==> config.mk <==
export PLATFORM = sky130hd
export DESIGN_NAME = grp_event_scheduler
export DESIGN_NICKNAME = d
export VERILOG_FILES = /design/src/rtl/grp_event_scheduler.sv
export SDC_FILE = /design/constraint.sdc
export NUM_CORES = 1
export LEC_CHECK = 0
export ABC_AREA = 0
export CAP_MARGIN = 20
export CORE_MARGIN = 2
export CORE_UTILIZATION = 50
export CTS_BUF_LIST = sky130_fd_sc_hd__clkbuf_8
export DETAILED_ROUTE_END_ITERATION = 8
export HOLD_SLACK_MARGIN = 0.06
export PLACE_DENSITY = 0.78
export SLEW_MARGIN = 20
export SYNTH_ARGS = -nofsm -noshare
export SYNTH_HDL_FRONTEND = slang
export SYNTH_SLANG_ARGS = --single-unit
==> constraint.sdc <==
create_clock -name clk -period 2.7 [get_ports clk]
set_input_delay 0.54 -clock clk [delete_from_list [all_inputs] [get_ports clk]]
set_output_delay 0.54 -clock clk [all_outputs]
set_load 0.005 [all_outputs]
layer_met1.png
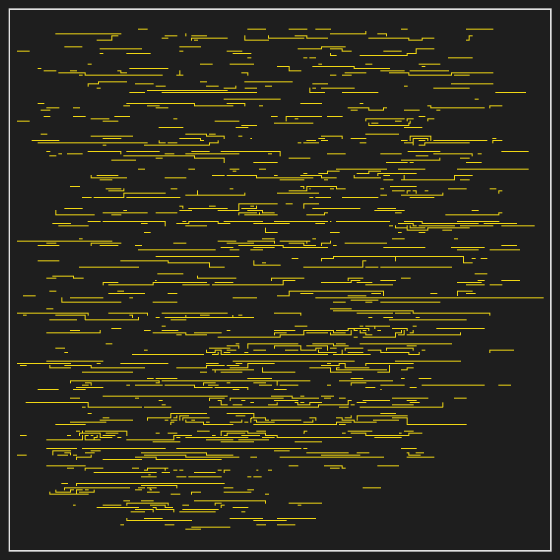
nets with wire on the layer: 348
main direction: horizontal
longest straight run: 35.4 µm
wire length on this layer: 2890 µm
share of all routed wire: 42%
Post-Route WL: 6960 µm
met1 GRT Util: 0.279
via count: 2380

placement_by_type.png
Fill, decap, tap and diode cells in gray.
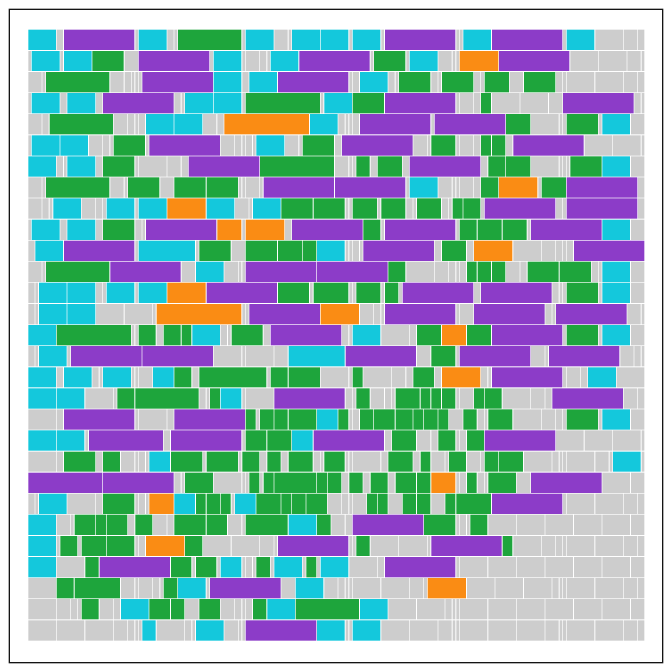
legend:
  clock drivers and dummy loads:
    color: orange
    cells: 16
    share_of_their_area: 5.4%
  combinational and other logic:
    color: green
    cells: 174
    share_of_their_area: 34%
  other buffers and delay cells:
    color: cyan
    cells: 92
    share_of_their_area: 21%
  flops:
    color: purple
    cells: 67
    share_of_their_area: 39%
Seq area share: 0.382
final instance area: 4400 µm²

layer_met3.png
Bar = 20 µm.
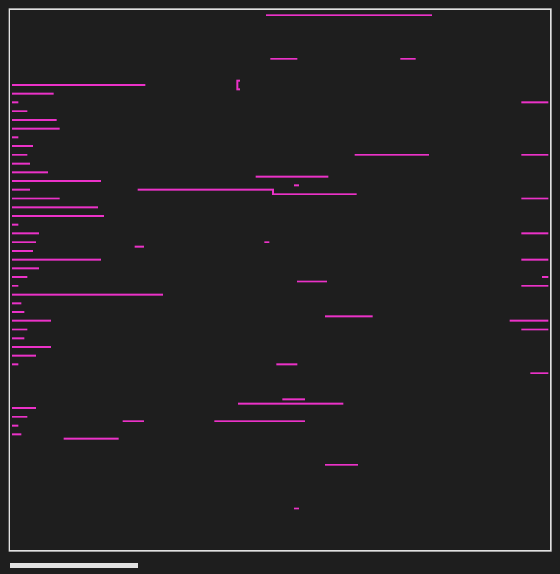
longest straight run: 25.5 µm
share of all routed wire: 5.5%
wire length on this layer: 383 µm
nets with wire on the layer: 57
grt met3 use: 0.0554

==> results.toml <==
# flow metrics
[global_routing]
grt_pass1_wl_um = 12200
grt_pass1_vias = 2513
globalRoute.totalOverflow = 0
grt_antenna_before_repair = 0
grt_max_degree = 41
grtUsageTotal = 0.222
use_met2 = 0.361
busiest_layer = "met2"

[flow_run]
warnings = 26
maxCapViolCount = 0

[floorplanning]
core_um2 = 6280
die_h_um = 84.1
die_width_um = 84.1
tap-cell-count = 77
pin_count = 83
rows = 29
core_util_floorplan = 0.511

[cts]
cts_made_buffers = 9
cts_root_buffer = "clkbuf_8"
ctsResizeCount = 0
htree_levels = 3
cts_setup_buffers = 0
clk_pin_slew_ps = 80
clock-sinks = 67
clock_latency_ps = 350
cts_tree = "yes"
clockBufferDepth = 2

[placed_design]
place_inst = 410
gp_congestion = 0.824
dpl_cell_area_um2 = 4170
dp_hpwl_um = 5170
numPortBuffers = 82
place_ws_ps = 28.0

[layout]
buffer_area_frac = 0.208
clkbuf_count = 10
seq_area_um2 = 1680
nets = 394
design.seq.count = 67
syn_to_final_growth_pct = 37.1
comb_cells = 167
num-fill-cells = 458
lay_top_count = "clkdlybuf4s50_1"
utilization = 0.701
comb-cell-share = 0.329
dominant_cells = "registers"
combGateArea_um2 = 1450
finalNonFillerCells = 426
clk_share = 0.0529
inv_count = 7
final_cell_mix = "clkdlybuf4s50_1 (81), dfrtp_1 (65), mux2_2 (31), nand2_1 (16), o21ai_0 (12)"
drive_gt1_frac = 0.215

[sta]
hold_viol_final = 0
rsz0062_at_grt = "no"
finClkSkew_ps = 8.44
relSlewSlack = 0.562
slew_violations = 0
min_period_ps = 2290
worst_slack_ps = 405
whs_ps = 211
timing.fmax_mhz = 436
tightestPinTransition_ps = 656

[power_and_ir_drop]
p_sw_mw = 1.16
vdd_drop_max_uv = 486
p_sw_frac = 0.308
powerClk_mw = 0.975
p_comb_frac = 0.365
p_int_mw = 2.61
seq_power_mw = 1.41
powerComb_mw = 1.37
power_density_nw_per_um2 = 856
power.group.top = "sequential cells"
clockPowerShare = 0.259
finalPower_mw = 3.76
p_seq_frac = 0.376

[critical_path]
cp.depth = 7
cp_slowest_cell = "mux4_2"
critPathMaxStageDelay_ps = 540
rr_worst_depth = 5
endpoint_kind = "flip-flop"
cp_top_family = "AND-OR/OR-AND gates"
crit_chain = "clkdlybuf4s50_1, nor2b_1, mux4_2, buf_4, o21ai_0, a21o_1, o21ai_0"
critPathMaxFanout = 5
cp-start-kind = "input pin"
worstSetupPathType = "input pin to flip-flop"
arrival_ps = 2520
path_buffers = 2
rrSetupSlack_ps = 610
required_ps = 2930

[route]
wire_per_inst_um = 16.3
antenna_left = 0
drt_iter0_markers = 102
firstDrtPassIters = 4
met1_length_um = 2890
wl_met2_um = 3530
drc = 0
highest_layer = "met4"
met3_length_um = 382

[logic_synthesis]
ys_seq_frac = 0.523
syn_nets = 299
topCellsByArea = "dfrtp_1 (51%), mux2_2 (11%), mux4_2 (4.9%), xnor2_1 (3.0%), mux4_1 (2.5%)"
mux_share = 0.199
xor_share = 0.0382
compound_area_frac = 0.0839
yosys.area_share.simple = 0.123
syn_inst = 249
numSynthFlops = 67
top_cells_by_count = "dfrtp_1 (65), mux2_2 (31), nand2_1 (16), o21ai_0 (12)"
logic_family = "multiplexers"
yosysWarnings = 0
synth.avg_cell_area_um2 = 12.9
synth_chip_area_um2 = 3210
ys_async_sr_fraction = 1.00
yosysTopAreaCellShare = 0.507
edf_count = 0
ys_sh_adder = 0.00780
syn_area_um2 = 3210
flop_cell = "dfrtp_1"

[status]
status = "finished, final reports clean"

[min_path]
hp-class = "input pin to asynchronous set/reset pin"
